### Routing congestion

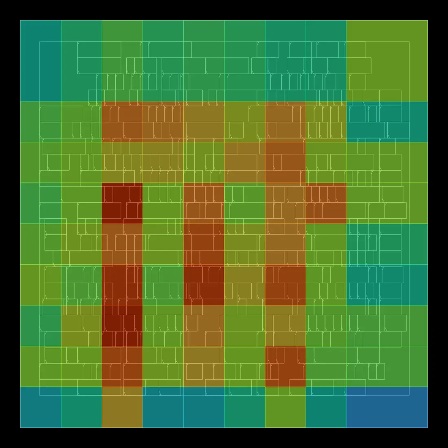
### Sequential cells grouped by signal name

Other sequential cells in the stronger grey, the rest of the logic in the fainter grey.
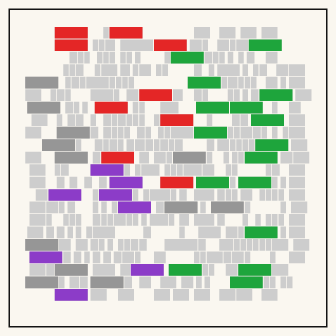
### Cells coloured by class

The bar under the picture is 20 um long.
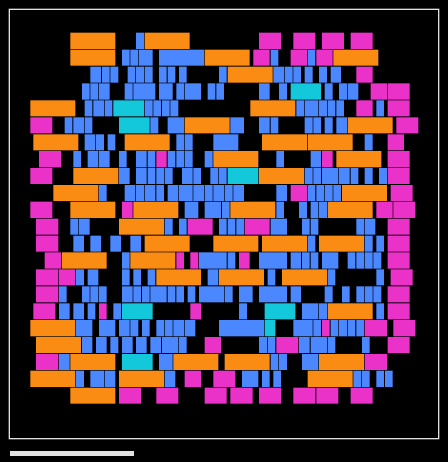
### Floorplan with the power grid

Pins as bars on the die edge. Tap cells in grey.
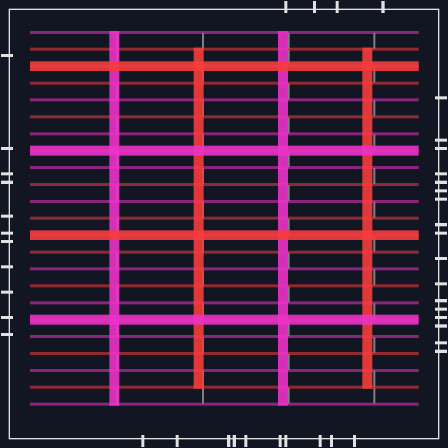
### Clock wires, drivers and flops

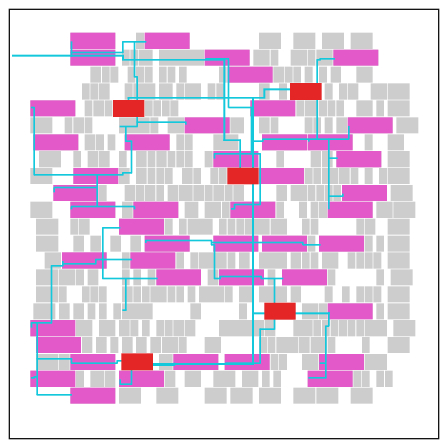
<file path="config.mk">
export PLATFORM = sky130hd
export DESIGN_NAME = alu_bist
export DESIGN_NICKNAME = d
export VERILOG_FILES = /design/src/rtl/alu_bist.sv
export SDC_FILE = /design/constraint.sdc
export NUM_CORES = 1
export LEC_CHECK = 0
export ABC_AREA = 1
export CAP_MARGIN = 30
export CORE_MARGIN = 3
export CORE_UTILIZATION = 55
export CTS_CLUSTER_DIAMETER = 40
export DETAILED_ROUTE_END_ITERATION = 7
export GPL_TIMING_DRIVEN = 0
export PLACE_DENSITY_LB_ADDON = 0.1
export SYNTH_ARGS = -nofsm -noshare
export SYNTH_HDL_FRONTEND = slang
export SYNTH_SLANG_ARGS = --single-unit
</file>
<file path="constraint.sdc">
create_clock -name clk -period 4 [get_ports clk]
set_input_delay 0.4 -clock clk [delete_from_list [all_inputs] [get_ports clk]]
set_output_delay 0.4 -clock clk [all_outputs]
set_load 0.05 [all_outputs]
</file>
<file path="src/rtl/alu_bist.sv">
// Self-test driver for the 4-bit ALU: walks every opcode with LFSR operands and
// folds the ALU responses into a 16-bit MISR that is compared against a golden value.
module alu_bist #(
  parameter int          VECS_PER_OP = 16,
  parameter logic [7:0]  SEED        = 8'hA5,
  parameter logic [15:0] SIG_INIT    = 16'hFFFF,
  parameter logic [15:0] GOLDEN_SIG  = 16'h0000
) (
  input  logic        clk,
  input  logic        rst_n,
  input  logic        start,
  output logic [3:0]  A,
  output logic [3:0]  B,
  output logic [3:0]  ALU_cont,
  output logic        Cin,
  input  logic [3:0]  X,
  input  logic        Cout,
  input  logic        Zero,
  input  logic        Overflow,
  output logic        busy,
  output logic        done,
  output logic        pass,
  output logic [15:0] signature
);
  localparam int N  = 16 * VECS_PER_OP;
  localparam int CW = $clog2(N + 1);

  typedef enum logic [1:0] {S_IDLE, S_RUN, S_DRAIN, S_DONE} state_t;

  state_t         state_q, state_d;
  logic [7:0]     lfsr_q, lfsr_d;
  logic [CW-1:0]  cnt_q, cnt_d;
  logic [15:0]    sig_q, sig_d;
  logic [3:0]     a_q, a_d, b_q, b_d, op_q, op_d;
  logic           cin_q, cin_d, pass_q, pass_d;

  logic           launch, issue, capture;
  logic [7:0]     vec;
  logic [CW-1:0]  idx;
  logic [15:0]    sig_step;

  // State register
  always_ff @(posedge clk) begin
    if (!rst_n) state_q <= S_IDLE;
    else        state_q <= state_d;
  end

  // Next state
  always_comb begin
    state_d = state_q;
    launch  = 1'b0;
    case (state_q)
      S_IDLE, S_DONE: if (start) begin
        state_d = S_RUN;
        launch  = 1'b1;
      end
      S_RUN:   if (cnt_q == CW'(N - 1)) state_d = S_DRAIN;
      S_DRAIN: state_d = S_DONE;
      default: state_d = S_IDLE;
    endcase
  end

  // Moore outputs
  always_comb begin
    busy = (state_q == S_RUN) || (state_q == S_DRAIN);
    done = (state_q == S_DONE);
  end

  // Datapath: cnt_q holds the index of the next vector to issue
  always_comb begin
    issue    = launch || (state_q == S_RUN);
    capture  = (state_q == S_RUN) || (state_q == S_DRAIN);
    vec      = launch ? SEED : lfsr_q;
    idx      = launch ? '0 : cnt_q;
    sig_step = {sig_q[14:0], 1'b0} ^ (sig_q[15] ? 16'h1021 : 16'h0000)
             ^ {9'b0, Overflow, Zero, Cout, X};

    lfsr_d = lfsr_q;
    cnt_d  = cnt_q;
    a_d    = a_q;
    b_d    = b_q;
    op_d   = op_q;
    cin_d  = cin_q;
    sig_d  = sig_q;
    pass_d = pass_q;

    if (issue) begin
      a_d    = vec[7:4];
      b_d    = vec[3:0];
      cin_d  = vec[7] ^ vec[0];
      op_d   = 4'(idx / CW'(VECS_PER_OP));
      lfsr_d = {vec[6:0], vec[7] ^ vec[5] ^ vec[4] ^ vec[3]};
      cnt_d  = idx + CW'(1);
    end

    if (launch) begin
      sig_d  = SIG_INIT;
      pass_d = 1'b0;
    end else if (capture) begin
      sig_d = sig_step;
      // Last capture happens on the DRAIN edge; judge the post-capture value
      if (state_q == S_DRAIN) pass_d = (sig_step == GOLDEN_SIG);
    end
  end

  always_ff @(posedge clk) begin
    if (!rst_n) begin
      lfsr_q <= SEED;
      cnt_q  <= '0;
      a_q    <= '0;
      b_q    <= '0;
      op_q   <= '0;
      cin_q  <= 1'b0;
      sig_q  <= SIG_INIT;
      pass_q <= 1'b0;
    end else begin
      lfsr_q <= lfsr_d;
      cnt_q  <= cnt_d;
      a_q    <= a_d;
      b_q    <= b_d;
      op_q   <= op_d;
      cin_q  <= cin_d;
      sig_q  <= sig_d;
      pass_q <= pass_d;
    end
  end

  assign A         = a_q;
  assign B         = b_q;
  assign ALU_cont  = op_q;
  assign Cin       = cin_q;
  assign pass      = pass_q;
  assign signature = sig_q;

endmodule

</file>
==> flow_summary_export.csv <==
group,metric,value,unit
pwr,sequentialPowerShare,29.2,%
final_layout,layout_area_overhead,26.3,%
flow_run,cap_violations,0,
logic_synthesis,syn-cell-area,2170,sq um
final_layout,dominant-cell-class,"multi-input combinational cells",
global_route,grt_start_max_net_pins,14,
final_layout,final.signal_inverter_count,40,
final_layout,final_core_utilization,73.4,%
worst_setup_path,worst_setup_path_start_kind,"register",
clock_tree,total_clock_buffers_created_by_cts,5,
placed_design,place.port_buffers,41,
worst_setup_path,crit_arrival,2.51,ns
logic_synthesis,yosys.area_share.adder,1.73,%
worst_setup_path,worst_path_max_delay_cell,"clkdlybuf4s50_1",
detailed_routing,wl_met3,239,um
detailed_routing,detailedRoute.firstPassIterationCount,4,
logic_synthesis,ys_sh_mux,0,%
logic_synthesis,yosysChipArea,2170,sq um
placed_design,pre_cts_slack,1.41,ns
logic_synthesis,synth-edff-count,0,
logic_synthesis,ys_sh_aoi,11.3,%
final_layout,clock_buffers,7,
worst_setup_path,rr_worst_depth,11,
sta,timing.fmax,344,MHz
pwr,p_leak,1.27,nW
logic_synthesis,netlist_top_cells_area,"dfxtp_1 41%, nand2_1 15%, inv_1 6.0%, nand3_1 5.5%, buf_4 4.5%",
min_path,startpoint_of_the_worst_hold_path,"ALU_cont[1]",
sta,fin_crit,2.91,ns
placed_design,dp_hpwl,3350,um
logic_synthesis,xor_xnor_cell_area_share_of_the_yosys_netlist,0.403,%
floorplanning,die_width,68.9,um
floorplanning,design.portCount,42,
logic_synthesis,yosysWarnings,0,
final_layout,n_diodes,0,
floorplanning,y_dimension_of_the_die,68.9,um
worst_setup_path,timing.rr.end,"Cin",
worst_setup_path,crit-reg2reg-launch,"state_q[0]",
floorplanning,initial_utilization,58.1,%
logic_synthesis,synthesis.area_per_instance,7.11,sq um
pwr,power.share.switching,48.9,%
pwr,power-per-cell-area,889,nW/um^2
final_layout,n_sequential_cell,45,
detailed_routing,initialDrtViolationCount,133,
logic_synthesis,floorplan_net_count,319,
sta,setup-tns-final,0,ns
status,status,"finished, final reports clean",
detailed_routing,drc,0,
detailed_routing,drt-total-wl,4670,um
clock_tree,cts.reportedPaths.clkPinSlew,0.08,ns
global_route,global_route.usage.met1,24.8,%
pwr,power.net_switching,1.19,mW
global_route,grt_first_pass_wirelength,7600,um
final_layout,multi_input_gate_share_of_the_layout_cell_area,35.0,%
clock_tree,ctsHoldBuffers,0,
detailed_routing,detailroute.via_count,2012,
logic_synthesis,seq_area_frac_synth,41.4,%
final_layout,area.sequential,901,sq um
logic_synthesis,synthDistinctLibCells,30,
worst_setup_path,endpoint,"busy",
placed_design,placement.cell_area,2650,sq um
detailed_routing,final_ant_viol_nets,0,
logic_synthesis,post-synth-top-area-cell,"dfxtp_1",
final_layout,final_cell_mix,"89 x nand2_1, 45 x dfxtp_1, 41 x clkdlybuf4s50_1, 35 x inv_1, 26 x nor2_1",
sta,slew_violations,0,
final_layout,final-nonclk-buf-share,20.8,%
placed_design,place_congestion,0.820,
logic_synthesis,synthArstFlopShare,0,%
logic_synthesis,synth_stat.cells,306,
final_layout,fillers,306,
sta,timing_hold_violations_final,0,
worst_setup_path,crit_family,"buffers and inverters",
worst_setup_path,critical_path_depth,7,
sta,holdWs,0.467,ns
Back to the opening pictures, 'Routing congestion':
grt met3 use: 6.16%
average detailed-routed wire length per instance: 11.6 um
Total Routing Usage GR: 21.3%

Back to the opening pictures, 'Sequential cells grouped by signal name':
- red: cnt_q (sequential cells 9)
- green: signature (sequential cells 16)
- purple: lfsr_q (sequential cells 8)

Back to the opening pictures, 'Cells coloured by class':
- blue: combinational and other logic (cells 237; share of their area 41%)
- cyan: clock drivers and dummy loads (cells 8; share of their area 3.8%)
- orange: sequential cells (cells 45; share of their area 34%)
- magenta: remaining buffers and delay cells (cells 65; share of their area 21%)
Placement Rows: 22
fraction of area in registers: 32.8%
post-route standard cell area excluding fillers: 2750 sq um

Back to the opening pictures, 'Floorplan with the power grid':
- red: VDD
- magenta: VSS
- signal pins: 42
- met1 rails: 23
- tap cells: 48
- met5 straps: 4

Back to the opening pictures, 'Clock wires, drivers and flops':
- magenta: flip-flops (count 45)
- cyan: clock wires (length 545 um)
- red: clock drivers (count 5)
- flops lie: widely spread

Power and IR drop assume default switching activity.
